### src/rtl/fwd_pkg.sv
// fwd_pkg: shared definitions for the EX-stage forwarding/hazard control.
//   - Operand-source select codes driven to the EX forwarding muxes.
//   - In-flight destination tag format {valid, rd, wen, wide, load}.
//   - Default register-index width and the wide-result high register.
package fwd_pkg;

  localparam int unsigned DEFAULT_REG_W  = 4;
  localparam int unsigned DEFAULT_HI_REG = 15;

  localparam logic [2:0] SRC_OPDATA = 3'b000;  // register file data
  localparam logic [2:0] SRC_MEM_HI = 3'b001;  // MEM result [31:16]
  localparam logic [2:0] SRC_MEM_LO = 3'b010;  // MEM result [15:0]
  localparam logic [2:0] SRC_WB_HI  = 3'b011;  // WB result [31:16]
  localparam logic [2:0] SRC_WB_LO  = 3'b100;  // WB result [15:0]

  typedef struct packed {
    logic                     valid;
    logic [DEFAULT_REG_W-1:0] rd;
    logic                     wen;
    logic                     wide;
    logic                     load;
  } fwdTag_t;

  localparam fwdTag_t TAG_BUBBLE = '0;

endpackage

### src/rtl/fwd_sel.sv
// fwd_sel: combinational operand-source select for one ID source register.
// Ports:
//   src    - source register index read by the instruction in ID
//   used   - the source is actually read
//   exTag  - tag of the instruction now in EX (its result will sit in MEM)
//   memTag - tag of the instruction now in MEM (its result will sit in WB)
//   sel    - 3-bit select to register for the EX forwarding mux
// The tag rd field is sized by fwd_pkg::DEFAULT_REG_W; REG_W must match it.
module fwd_sel
  import fwd_pkg::*;
#(
  parameter int unsigned REG_W  = DEFAULT_REG_W,
  parameter int unsigned HI_REG = DEFAULT_HI_REG
) (
  input  logic [REG_W-1:0] src,
  input  logic             used,
  input  fwdTag_t          exTag,
  input  fwdTag_t          memTag,
  output logic [2:0]       sel
);

  localparam logic [REG_W-1:0] HI_IDX = REG_W'(HI_REG);

  // Newer producer (EX) is checked before older (MEM); within one producer
  // the rd match is checked before the implicit HI_REG write. Load data only
  // exists once the load reaches WB, so an EX-stage load never forwards.
  always_comb begin
    sel = SRC_OPDATA;
    if (used) begin
      if (exTag.valid && exTag.wen && !exTag.load && exTag.rd == src) begin
        sel = SRC_MEM_LO;
      end else if (exTag.valid && exTag.wide && src == HI_IDX) begin
        sel = SRC_MEM_HI;
      end else if (memTag.valid && memTag.wen && memTag.rd == src) begin
        sel = SRC_WB_LO;
      end else if (memTag.valid && memTag.wide && src == HI_IDX) begin
        sel = SRC_WB_HI;
      end
    end
  end

endmodule

### src/rtl/fwd_ctrl.sv
// fwd_ctrl: forwarding and load-use hazard control for the 16-bit
// five-stage pipeline.
// Ports:
//   clk, rst_n          - clock, synchronous active-low reset
//   id_valid            - ID holds a real instruction
//   id_rs_a/_used       - source A index / source A is read
//   id_rs_b/_used       - source B index / source B is read
//   id_rd, id_wen       - destination index / destination is written
//   id_wide             - 32-bit result: lo to id_rd, hi to HI_REG
//   id_is_load          - load, data available in WB (lo half only)
//   flush               - kill the ID instruction
//   stall_id            - hold PC and IF/ID, bubble into EX (combinational)
//   src_a, src_b        - registered EX operand selects
//   perf_fwd_cnt        - (FWD_PERF_CNT_EN) instructions entering EX forwarded
//   perf_stall_cnt      - (FWD_PERF_CNT_EN) stall cycles
// Optional feature macro: FWD_PERF_CNT_EN adds saturating 16-bit counters.
module fwd_ctrl
  import fwd_pkg::*;
#(
  parameter int unsigned REG_W  = DEFAULT_REG_W,
  parameter int unsigned HI_REG = DEFAULT_HI_REG
) (
  input  logic             clk,
  input  logic             rst_n,
  input  logic             id_valid,
  input  logic [REG_W-1:0] id_rs_a,
  input  logic             id_rs_a_used,
  input  logic [REG_W-1:0] id_rs_b,
  input  logic             id_rs_b_used,
  input  logic [REG_W-1:0] id_rd,
  input  logic             id_wen,
  input  logic             id_wide,
  input  logic             id_is_load,
  input  logic             flush,
  output logic             stall_id,
  output logic [2:0]       src_a,
  output logic [2:0]       src_b
`ifdef FWD_PERF_CNT_EN
  ,
  output logic [15:0]      perf_fwd_cnt,
  output logic [15:0]      perf_stall_cnt
`endif
);

  // No WB tag is held: the instruction in WB at ID time has written the
  // register file before its consumer reaches EX, so nothing would read it.
  fwdTag_t    exTag;
  fwdTag_t    memTag;
  fwdTag_t    idTag;
  logic [2:0] selA;
  logic [2:0] selB;
  logic       hazA;
  logic       hazB;
  logic       loadUse;
  logic       enterEx;

  fwd_sel #(.REG_W(REG_W), .HI_REG(HI_REG)) uSelA (
    .src    (id_rs_a),
    .used   (id_rs_a_used),
    .exTag  (exTag),
    .memTag (memTag),
    .sel    (selA)
  );

  fwd_sel #(.REG_W(REG_W), .HI_REG(HI_REG)) uSelB (
    .src    (id_rs_b),
    .used   (id_rs_b_used),
    .exTag  (exTag),
    .memTag (memTag),
    .sel    (selB)
  );

  always_comb begin
    idTag       = TAG_BUBBLE;
    idTag.valid = 1'b1;
    idTag.rd    = id_rd;
    idTag.wen   = id_wen;
    idTag.wide  = id_wide & ~id_is_load;
    idTag.load  = id_is_load;

    hazA    = id_rs_a_used && (exTag.rd == id_rs_a);
    hazB    = id_rs_b_used && (exTag.rd == id_rs_b);
    // Flush wins over a load-use hit; reset masks stale tags.
    loadUse = rst_n & id_valid & ~flush & exTag.valid & exTag.load & exTag.wen
              & (hazA | hazB);
    enterEx = id_valid & ~loadUse & ~flush;
  end

  assign stall_id = loadUse;

  always_ff @(posedge clk) begin
    if (!rst_n) begin
      exTag  <= TAG_BUBBLE;
      memTag <= TAG_BUBBLE;
      src_a  <= SRC_OPDATA;
      src_b  <= SRC_OPDATA;
    end else begin
      memTag <= exTag;
      if (enterEx) begin
        exTag <= idTag;
        src_a <= selA;
        src_b <= selB;
      end else begin
        exTag <= TAG_BUBBLE;
        src_a <= SRC_OPDATA;
        src_b <= SRC_OPDATA;
      end
    end
  end

`ifdef FWD_PERF_CNT_EN
  always_ff @(posedge clk) begin
    if (!rst_n) begin
      perf_fwd_cnt   <= '0;
      perf_stall_cnt <= '0;
    end else begin
      if (enterEx && (selA != SRC_OPDATA || selB != SRC_OPDATA) &&
          perf_fwd_cnt != '1) begin
        perf_fwd_cnt <= perf_fwd_cnt + 16'd1;
      end
      if (loadUse && perf_stall_cnt != '1) begin
        perf_stall_cnt <= perf_stall_cnt + 16'd1;
      end
    end
  end
`endif

endmodule

### config.mk
export PLATFORM = sky130hd
export DESIGN_NAME = fwd_ctrl
export DESIGN_NICKNAME = d
export VERILOG_FILES = /design/src/rtl/fwd_pkg.sv /design/src/rtl/fwd_sel.sv /design/src/rtl/fwd_ctrl.sv
export SDC_FILE = /design/constraint.sdc
export NUM_CORES = 1
export LEC_CHECK = 0
export CAP_MARGIN = 20
export CELL_PAD_IN_SITES_DETAIL_PLACEMENT = 0
export CELL_PAD_IN_SITES_GLOBAL_PLACEMENT = 2
export CORE_ASPECT_RATIO = 1.4
export CORE_MARGIN = 1.5
export CORE_UTILIZATION = 28
export CTS_CLUSTER_DIAMETER = 200
export DETAILED_ROUTE_END_ITERATION = 12
export PLACE_DENSITY_LB_ADDON = 0.1
export SLEW_MARGIN = 30
export SYNTH_ARGS = -nofsm -noshare
export SYNTH_HDL_FRONTEND = slang
export SYNTH_SLANG_ARGS = --single-unit
### constraint.sdc
create_clock -name clk -period 3.2 [get_ports clk]
set_clock_uncertainty 0.1 [all_clocks]
set_input_delay 0.64 -clock clk [delete_from_list [all_inputs] [get_ports clk]]
set_output_delay 0.64 -clock clk [all_outputs]
set_load 0.1 [all_outputs]
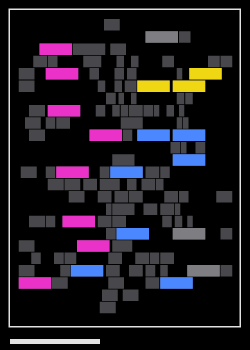
*Register map, names as in the netlist*
Bar = 20 um.
Yellow shows src_a, sequential cells 3. Magenta shows exTag, sequential cells 8. Blue shows memTag, sequential cells 7.
sequential power: 0.270 mW
area taken by flip-flops and latches: 420.4 um^2

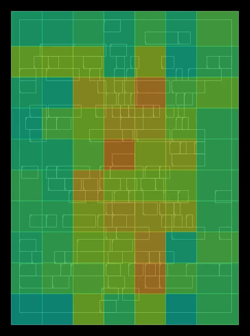
*Congestion heat map*
met2 track utilization from global routing: 0.2208
met1 routing resource usage after global routing: 0.1373
utilization of the core after routing: 0.4053
All-Layer GR Usage: 0.1228

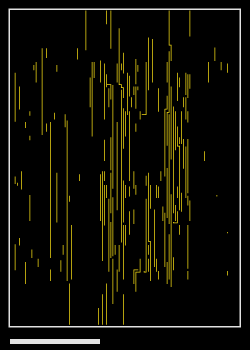
*M2 wires*
Bar = 20 um.
The wires run mostly vertical. The longest straight run is 35.4 um. 122 nets have wire on it.
Detailed Route WL: 1959 um
total via count in the routed design: 731

==> run summary <==
The implementation run finished. Measured in cells, the most critical reg-to-reg path has a length of 5. In this run the tools logged warnings totalling 26. The root buffer cell chosen for the clock tree is sky130_fd_sc_hd__clkbuf_8. The script logs the mean routed wire length per placed instance as ~12 um. Including well taps, the total number of placed cells is between 150 and 200. The critical path in this run is classified as in -> out. Internal reg-to-reg setup slack landed at ~1500 ps.

The clock passes through at most 2 buffers. The worst setup path is launched from a primary input. The worst setup path is captured at an output pin. Of all flip-flops after synthesis, the portion carrying an async set or reset was 0. The placement report lists the number of port buffers as 27. Number of pins exceeding their max-slew limit in the final report landed at 0. For the worst setup path, the data arrival time is roughly 2300 ps.

Looking at the hold checks, the worst path lands on src_b[2]. Note that the worst hold path type here is reg -> reg. The capture point of the worst register-to-register path is recorded as exTag[3]. Per the post-synthesis report, the number of cells in the design is between 90 and 100. Internal power comes to just under 0.4 mW. Per the run summary, max-cap violations total 0. In this run the count of I/O pins placed on the die edge is 28. Number of diodes added for antenna fixing landed at 0. Setup repair after global routing left no endpoint under its margin. In this run the number of cells on the critical path is 6.

Net switching fraction of the power landed at 0.2161. Worst hold path cell count landed at 2. Top achievable clock speed landed at around 330 MHz. Mean instance size in the synthesized netlist landed at ~9.7 um^2. Of the available clock period, the critical path in the final layout requires 0.9467. The first global-routing pass estimated 3256 um of wire.

Number of gates resized after cts landed at 0. Count of buffering cells on the critical path with inverters included landed at 2. Number of global-route vias before repair landed at between 700 and 800.

CTS built an H-tree with a depth of 1. Logic gate share of total power landed at 0.107. Horizontal die dimension landed at about 51 um. Sequential fraction of the synthesis area landed at 0.4699. In the log, the iteration count for the first detailed-route pass is 3. The final timing report lists a hold violation count of 0.

After floorplanning, the core was divided into 24 placement rows. The worst pin sits at a relative slew slack of 0.7637. The clock net in this run drives a total of 21 sinks.

Shortest period the worst path allows landed at a little over 3000 ps. Clock network latency to the later pin of the worst-skew pair landed at ~250 ps. Per the STA report, the cell with the highest stage delay on the worst path is sky130_fd_sc_hd__clkdlybuf4s50_1.

Area of the core landed at 0.003093 mm^2. The pin closest to its max-slew limit shows a slew of about 350 ps. Per the timing report, the most critical flop-to-flop path originates at exTag[4]. The initial utilization of the core area, before any placement, comes to 0.2892. For this run the aggregate overflow at the end of global routing stands at 0. The startpoint identified for the worst hold timing path is memTag[2]. DRC violations left landed at 0. Number of hold buffers added after cts landed at 0.

Register share of total power landed at 0.546. Number of enable flip-flop cells landed at 0. Synthesis-to-layout area growth landed at 40.14%. Once iteration 0 of detailed routing completed, the report listed 6 DRC markers. In the synthesized netlist the dominant register cell turns out to be sky130_fd_sc_hd__dfxtp_1. In the placement report, post-DP HPWL is listed as roughly 1600 um. After clock tree synthesis, the clock-pin slew on the worst setup and hold paths is 70 ps. The critical path goes through clkdlybuf4s50_1 > xor2_1 > nor4_2 > nand3_1 > a21boi_2 > buf_12. In the layout the commonest cells are 21 x sky130_fd_sc_hd__dfxtp_1, 20 x sky130_fd_sc_hd__clkdlybuf4s50_1, 14 x sky130_fd_sc_hd__xor2_1. The flow ran to the end, and the final reports show no timing, DRC or antenna violations. Maximum number of pins on one net before global-route repair landed at 12. Once the clock tree was built, the setup fixing pass inserted 0 buffers.
-- how the worst max path moves through the flow --
stage / endpoint / slack, ps
after floorplan: stall_id / 280
after global placement: stall_id / 150
after detailed placement: stall_id / 140
after CTS: stall_id / 130
after global routing: stall_id / 40
final: stall_id / 170
-- cell usage after synthesis (2+ instances only) --
| master | count | share of area |
|---|---|---|
| sky130_fd_sc_hd__and3_1 | 3 | 0.021 |
| sky130_fd_sc_hd__nand3_1 | 5 | 0.028 |
| sky130_fd_sc_hd__nand2_1 | 4 | 0.017 |
| sky130_fd_sc_hd__and2_1 | 13 | 0.091 |
| sky130_fd_sc_hd__nor2_1 | 6 | 0.025 |
| sky130_fd_sc_hd__nor3_1 | 4 | 0.022 |
| sky130_fd_sc_hd__dfxtp_1 | 21 | 0.47 |
| sky130_fd_sc_hd__nor4_2 | 2 | 0.028 |
| sky130_fd_sc_hd__xnor2_1 | 2 | 0.020 |
| sky130_fd_sc_hd__a31oi_1 | 2 | 0.014 |
| sky130_fd_sc_hd__a21oi_1 | 3 | 0.017 |
| sky130_fd_sc_hd__nand4_1 | 5 | 0.035 |
| sky130_fd_sc_hd__and3b_1 | 2 | 0.020 |
| sky130_fd_sc_hd__xor2_1 | 14 | 0.14 |
-- state kept, by name, indices dropped and copies added (netlist names) --
signal	cells
exTag	8
memTag	7
src_a	3
src_b	3
-- routing by layer --
layer,GRT usage,vias up,share of wire
li1,-,379,-
met4,0.05405,0,0.0097
met3,0.02137,2,0.037
met5,0,-,0
met1,0.1373,332,0.40
met2,0.2208,18,0.55
-- power groups by stage --
stage / sequential (mW) / clock (mW) / combinational, mW
2_1_floorplan: 0.275 / 0 / 0.0200
3_3_place_gp: 0.276 / 0 / 0.0533
3_5_place_dp: 0.276 / 0 / 0.0535
4_1_cts: 0.270 / 0.178 / 0.0537
5_1_grt: 0.270 / 0.187 / 0.0577
6_report: 0.270 / 0.171 / 0.0528
-- stage by stage --
stage | power (mW) | hold slack, ps | cell area [um^2] | setup slack (ps)
floorplan | 0.2946 | 352.9 | 898.4 | 281.0
global placement | 0.3294 | 398.7 | 1209 | 148.7
detailed placement | 0.3295 | 392.8 | 1209 | 141.8
CTS | 0.5017 | 402.0 | 1254 | 133.4
global route | 0.5153 | 452.1 | 1254 | 39.40
finish | 0.4938 | 407.2 | 1254 | 170.6
-- tightest hold or removal path: cells and delay by family, from the launching register on --
family | cells | cell delay (ps)
and+or+nand+nor | 2 | 140
DFF | 1 | 340
-- final cells by class --
class                      count  area [um^2]
timing repair buffer          28        272.8
multi-input combinational     70        466.7
clock buffer                   4        45.04
sequential                    21        420.4
tap                           39        48.80
fill                         320         1839
-- logic make-up after synthesis --
logic type      after synthesis  share of synthesized area
simple gates                 46                     0.3035
buf+inv                       1                    0.01259
xor+xnor                     16                     0.1566
compound gates                8                    0.05734
flops                        21                     0.4699
Power is estimated from default activity; no workload was simulated.
